$ cat config.mk
export PLATFORM = sky130hd
export DESIGN_NAME = uart_sync_fifo
export DESIGN_NICKNAME = d
export VERILOG_FILES = /design/src/rtl/uart_sync_fifo.sv
export SDC_FILE = /design/constraint.sdc
export NUM_CORES = 1
export LEC_CHECK = 0
export CAP_MARGIN = 30
export CORE_ASPECT_RATIO = 0.5
export CORE_UTILIZATION = 23
export CTS_CLUSTER_SIZE = 14
export DETAILED_ROUTE_END_ITERATION = 6
export PLACE_DENSITY = 0.44
export SYNTH_ARGS = -nofsm -noshare
export SYNTH_HDL_FRONTEND = slang
export SYNTH_SLANG_ARGS = --single-unit
export TNS_END_PERCENT = 1
$ cat constraint.sdc
create_clock -name clk -period 4.17 [get_ports clk]
set_clock_uncertainty 0.1 [all_clocks]
set_input_delay 0.834 -clock clk [delete_from_list [all_inputs] [get_ports clk]]
set_output_delay 0.834 -clock clk [all_outputs]
set_load 0.01 [all_outputs]
$ cat src/rtl/uart_sync_fifo.sv
// -----------------------------------------------------------------------------
// uart_sync_fifo
//   Single-clock byte FIFO that sits between the UART rx/tx shift engines and
//   the host register interface. It tracks occupancy exactly, including when a
//   read and a write happen in the same cycle. It provides registered
//   full/empty/almost flags and supports either a standard registered read or
//   a first-word-fall-through (FWFT) read.
//
//   Optional feature: define UART_FIFO_ERR_FLAGS_EN to get sticky
//   overflow/underflow flags cleared by clr_err. When the macro is not defined,
//   both flags are tied to 0 and clr_err is ignored.
//
// Ports
//   clk           system clock, rising edge
//   rst           asynchronous reset, active-high
//   wr_en, din    write request / data (accepted when !full)
//   rd_en         read/pop request (accepted when !empty)
//   dout          read data (registered, or head-of-queue in FWFT mode)
//   full, empty   count == DEPTH / count == 0
//   almost_full   count >= AF_LEVEL
//   almost_empty  count <= AE_LEVEL
//   count         occupancy 0..DEPTH
//   clr_err       synchronous clear of the sticky error flags
//   overflow      sticky: write attempted while full
//   underflow     sticky: read attempted while empty
// -----------------------------------------------------------------------------
module uart_sync_fifo #(
    parameter int DATA_WIDTH = 8,
    parameter int DEPTH      = 16,
    parameter int AF_LEVEL   = 12,
    parameter int AE_LEVEL   = 4,
    parameter int FWFT       = 0
) (
    input  logic                    clk,
    input  logic                    rst,
    input  logic                    wr_en,
    input  logic [DATA_WIDTH-1:0]   din,
    input  logic                    rd_en,
    output logic [DATA_WIDTH-1:0]   dout,
    output logic                    full,
    output logic                    empty,
    output logic                    almost_full,
    output logic                    almost_empty,
    output logic [$clog2(DEPTH):0]  count,
    input  logic                    clr_err,
    output logic                    overflow,
    output logic                    underflow
);

    localparam int AW = $clog2(DEPTH);
    localparam int CW = AW + 1;

    logic [DATA_WIDTH-1:0] mem [DEPTH];
    logic [AW-1:0]         wr_ptr;
    logic [AW-1:0]         rd_ptr;
    logic [CW-1:0]         count_next;
    logic                  wr_acc;
    logic                  rd_acc;

    // Accepts are based on the registered flags from before the edge. This
    // means a full FIFO can still take a read in the same cycle, but it will
    // not take the write.
    assign wr_acc = wr_en & ~full;
    assign rd_acc = rd_en & ~empty;

    assign count_next = count + {{AW{1'b0}}, wr_acc} - {{AW{1'b0}}, rd_acc};

    // Pointers, count and flags. The flags are computed from count_next, so
    // they are valid in the same cycle as the count they describe.
    always_ff @(posedge clk or posedge rst) begin
        if (rst) begin
            wr_ptr       <= '0;
            rd_ptr       <= '0;
            count        <= '0;
            full         <= 1'b0;
            empty        <= 1'b1;
            almost_full  <= 1'b0;
            almost_empty <= 1'b1;
        end else begin
            if (wr_acc) wr_ptr <= wr_ptr + AW'(1);
            if (rd_acc) rd_ptr <= rd_ptr + AW'(1);
            count        <= count_next;
            full         <= (count_next == CW'(DEPTH));
            empty        <= (count_next == '0);
            almost_full  <= (count_next >= CW'(AF_LEVEL));
            almost_empty <= (count_next <= CW'(AE_LEVEL));
        end
    end

    // The storage array is not reset. wr_ptr only equals rd_ptr when the FIFO
    // is empty or full, and in those states either the read or the write is
    // rejected, so a read never collides with a write to the same entry.
    always_ff @(posedge clk) begin
        if (wr_acc) mem[wr_ptr] <= din;
    end

    generate
        if (FWFT != 0) begin : g_fwft
            // The head entry is always presented on dout. Its value only has
            // meaning while !empty.
            assign dout = mem[rd_ptr];
        end else begin : g_std
            logic [DATA_WIDTH-1:0] dout_q;

            always_ff @(posedge clk or posedge rst) begin
                if (rst) begin
                    dout_q <= '0;
                end else if (rd_acc) begin
                    dout_q <= mem[rd_ptr];
                end
            end

            assign dout = dout_q;
        end
    endgenerate

`ifdef UART_FIFO_ERR_FLAGS_EN
    // Sticky error flags. If clr_err and a new error occur in the same cycle,
    // the clear takes priority.
    always_ff @(posedge clk or posedge rst) begin
        if (rst) begin
            overflow  <= 1'b0;
            underflow <= 1'b0;
        end else if (clr_err) begin
            overflow  <= 1'b0;
            underflow <= 1'b0;
        end else begin
            if (wr_en & full)  overflow  <= 1'b1;
            if (rd_en & empty) underflow <= 1'b1;
        end
    end
`else
    logic unused_clr_err;

    assign unused_clr_err = clr_err;
    assign overflow       = 1'b0;
    assign underflow      = 1'b0;
`endif

endmodule

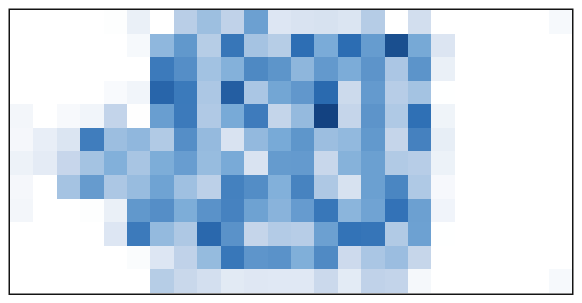
run_1/cell_density.png
The die is cut into 24 by 12 equal tiles; white is low, dark blue is high, 0 to 100% covered.
nearly empty tiles: 37%
mean over tiles: 25%
fullest tile: 93%
fp_density: 0.2356
fin util: 0.2814
core area: 26,590 um^2

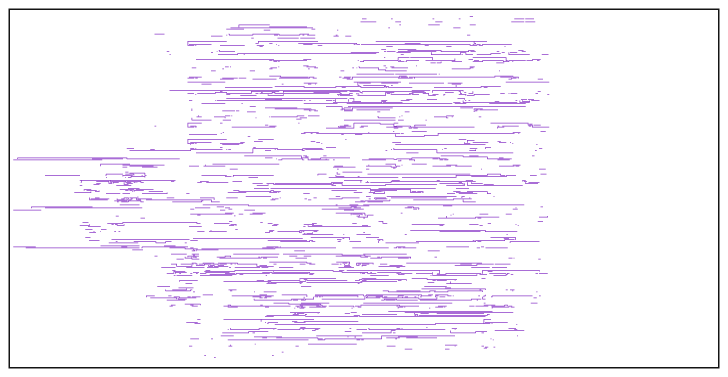
run_1/layer_met1.png
longest straight run: 63.0 um
wire length on this layer: 6,510 um

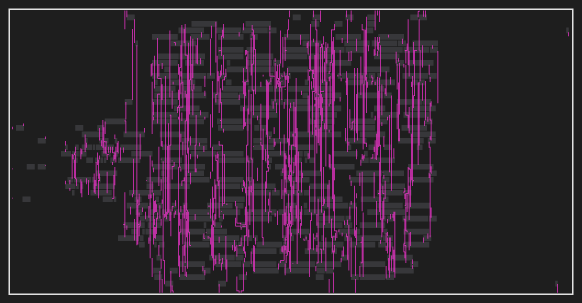
run_1/layer_met2.png
main direction: vertical
share of all routed wire: 47%
wire length on this layer: 6,300 um
nets with wire on the layer: 342
Vias: 3,137
Total Wirelength: 13,480 um
met2 usage: 0.1611

==> notes.md, run 1 <==
impl run done, here's what came out: status=completed, CP endpoint=full, initial antenna violation count=0, Peak VDD IR=between 0.2 and 0.3 mV, comb_multi_in=185, Synth Seq Share=0.7139, Min-Delay Path Depth=2, max reg flops=~130, Post-synth ARST share=0.1634, share of layout cells above drive strength 1=0.1388, FF-to-FF setup slack=1430 ps, fin nets=429, most numerous logic cells after layout=edfxtp_1 (128), mux2i_1 (49), clkdlybuf4s50_1 (28), dfrtp_1 (22), a22oi_1 (18), FP Rows=42, combinational power share=0.310, Clock Latency Late Sink=430 ps, Synth warnings=0, Port Buffers=28, DRT iter0 DRCs=224, Comb. pwr=0.00165 W, WL met3=556 um, Fin. Hold Viols=0, seq_cells=153, Seq. pwr=between 0.002 and 0.0025 W, WL met1=6507 um, WP depth=12, Worst Tran Pin Value=742.4 ps, Pint=between 0.003 and 0.004 W, MI comb area=1579 um^2, worst r2r src=empty, Synth top cell by count=edfxtp_1, met2 wire len=6296 um, CP Data Required Time=~4400 ps, Seq pwr share=0.409, Max-Cap Viols=0, Critical Path, Cell by Cell=clkdlybuf4s50_1 -> nand2b_2 -> inv_2 -> ha_1 -> inv_1 -> ha_1 -> inv_1 -> fa_1 -> nor2b_1 -> o21ai_1 -> and3_1 -> nor4_1, Cell area leaders=edfxtp_1 (61%), dfrtp_1 (9.2%), mux2i_1 (7.8%), syn avg cell area=17.07 um^2, Top pwr grp=registers, vias in the first global route=3,211, met1 Track Usage GR=0.1380, First-pass DRT Iterations=5, Layout fillers=2,669, H-tree depth=4, die area=around 28,000 um^2, Max-area cell class=registers, first-pass GRT wire length=between 20,000 and 25,000 um, Placed Area=roughly 7000 um^2, worst hold path class=reg2reg, total I/O pin count=32, die height=between 100 and 150 um, largest net degree at the start of global routing=33, uppermost routed layer=met4, Worst Setup SP=rd_en, Crit path largest cell delay=roughly 580 ps, Setup TNS=0 ps, simple share=0.05753, Post-CTS Setup Inserts=0, WL/cell=17.51 um, Longest Clk Path Bufs=2, count of pins over their slew limit=0, Synth mux share=0.1143, Worst Path Buf+Inv=4, final worst path period share=0.7436, yosys cell count=367, Clock Root Buffer=clkbuf_16, Post-Synthesis Cells=367, post-DP HPWL=8789 um, gpl congestion=0.7014, CP startpoint kind=primary input, logic share of the area=0.2110, pre-CTS WS=about 630 ps, Log Warnings=30, Clk pwr share=0.281, Final min period=3101 ps, # DRC=0
run_1/flops_by_reg.png
Other sequential cells in the stronger grey, the rest of the logic in the fainter grey.
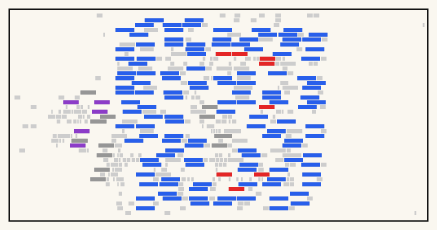

==> run 2, diff against run 1 <==
==> constraint.sdc (replaced) <==
create_clock -name clk -period 2.95 [get_ports clk]
set_clock_uncertainty 0.1 [all_clocks]
set_input_delay 0.59 -clock clk [delete_from_list [all_inputs] [get_ports clk]]
set_output_delay 0.59 -clock clk [all_outputs]
set_load 0.01 [all_outputs]
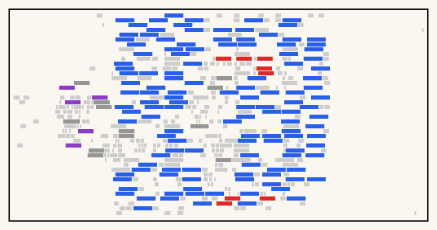
run_2/flops_by_reg.png
Other sequential cells in the stronger grey, the rest of the logic in the fainter grey.
legend:
  blue:
    signal: mem
    flops: 128
  red:
    signal: dout
    flops: 8
  purple:
    signal: count
    flops: 5
    where: left middle

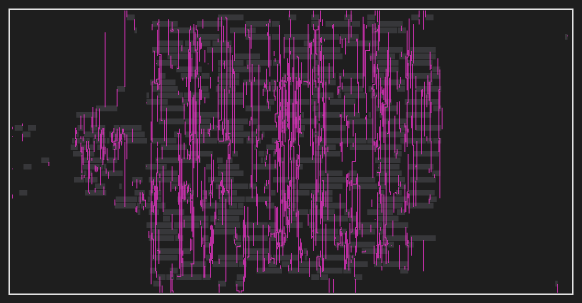
run_2/layer_met2.png
main direction: vertical
wire length on this layer: 6,440 um

==> run 2 against run 1 <==
  * Sequential power up 39%
  * Via count increased by 3.7%
  * Critical path type unchanged
  * Register-to-register slack lost 1100 ps
  * Highest routed layer unchanged
==> notes.md, run 2 <==
impl run done, here's what came out: status=completed, pre-CTS WS=-324.1 ps, layer with the highest usage=met2, First-pass DRT Iterations=7, gpl congestion=0.7250, Log Warnings=30, Cell area leaders=edfxtp_1 (61%), dfrtp_1 (9.2%), mux2i_1 (7.8%), Pint=between 0.005 and 0.006 W, Crit path largest cell delay=570 ps, FP Rows=42, Synth mux share=0.1143, Final min period=2731 ps, Clock Latency Late Sink=about 420 ps, Seq. pwr=0.00302 W, final worst path period share=0.9257, Post-synth ARST share=0.1634, worst hold path class=reg2reg, met2 wire len=6437 um, total I/O pin count=32, Clk pwr share=0.288, Max-Cap Viols=0, Layout fillers=2,675, first-pass GRT wire length=20,990 um, Synth logic family=multiplexers, Clock Root Buffer=clkbuf_16, Port Buffers=28, CP Data Required Time=3170 ps, most numerous logic cells after layout=edfxtp_1 (128), mux2i_1 (49), clkdlybuf4s50_1 (28), buf_4 (27), dfrtp_1 (22), met1 Track Usage GR=0.1401, fin nets=455, area leader, netlist=edfxtp_1, Final WS setup=219.3 ps, syn avg cell area=17.07 um^2, Comb. pwr=0.00258 W, worst r2r src=empty, Total Wirelength=13,670 um, Top pwr grp=registers, WL met1=6617 um, largest net degree at the start of global routing=35, # DRC=0, die height=118.7 um, MI comb area=1592 um^2, fp_density=0.2356, Setup TNS=0 ps, max reg flops=128, Min-Delay Path Depth=2, Fin. Hold Viols=0, Arr. time, crit path=slightly below 3000 ps, Seq pwr share=0.384, count of pins over their slew limit=0, Synth top cell by count=edfxtp_1, Critical Path, Cell by Cell=clkdlybuf4s50_1 -> nand2b_2 -> inv_2 -> ha_1 -> inv_1 -> ha_1 -> inv_1 -> fa_1 -> nor2b_1 -> o21ai_1 -> nor3b_2 -> nor4_1, post-DP HPWL=9309 um, FF-to-FF setup slack=370 ps, Vias=3,254, WL/cell=17.17 um, uppermost routed layer=met4, simple share=0.05753, Synth warnings=0, Post-CTS Setup Inserts=0, CP endpoint=almost_empty, Worst Path Buf+Inv=4, comb_multi_in=185, logic share of the area=0.2050, CP startpoint kind=primary input, DRT iter0 DRCs=roughly 230, Max-area cell class=registers, Longest Clk Path Bufs=2, met2 usage=0.1648, core area=between 20,000 and 30,000 um^2, vias in the first global route=around 3,400, Placed Area=7131 um^2, WL met3=roughly 460 um, share of layout cells above drive strength 1=0.1914, seq_cells=153, Adder Share, Synth=0.02317, Peak VDD IR=between 0.3 and 0.4 mV, Plain + repair buffers=60, FF-to-FF End=almost_empty, Worst Tran Pin Value=710.1 ps, Post-Synthesis Cells=roughly 370, Die X=235.4 um, Max stage delay cell, worst path=clkdlybuf4s50_1, Overall Power=around 0.0079 W, Worst setup EP type=register, Synth Seq Share=0.7139, die area=27,940 um^2, Crit path max-delay family=adder cells, combinational power share=0.328, WP depth=12, H-tree depth=4, yosys cell count=367, fin util=0.2920, XOR Share, Synth=0.01258, Worst Setup SP=rd_en
Power and IR drop assume default switching activity.
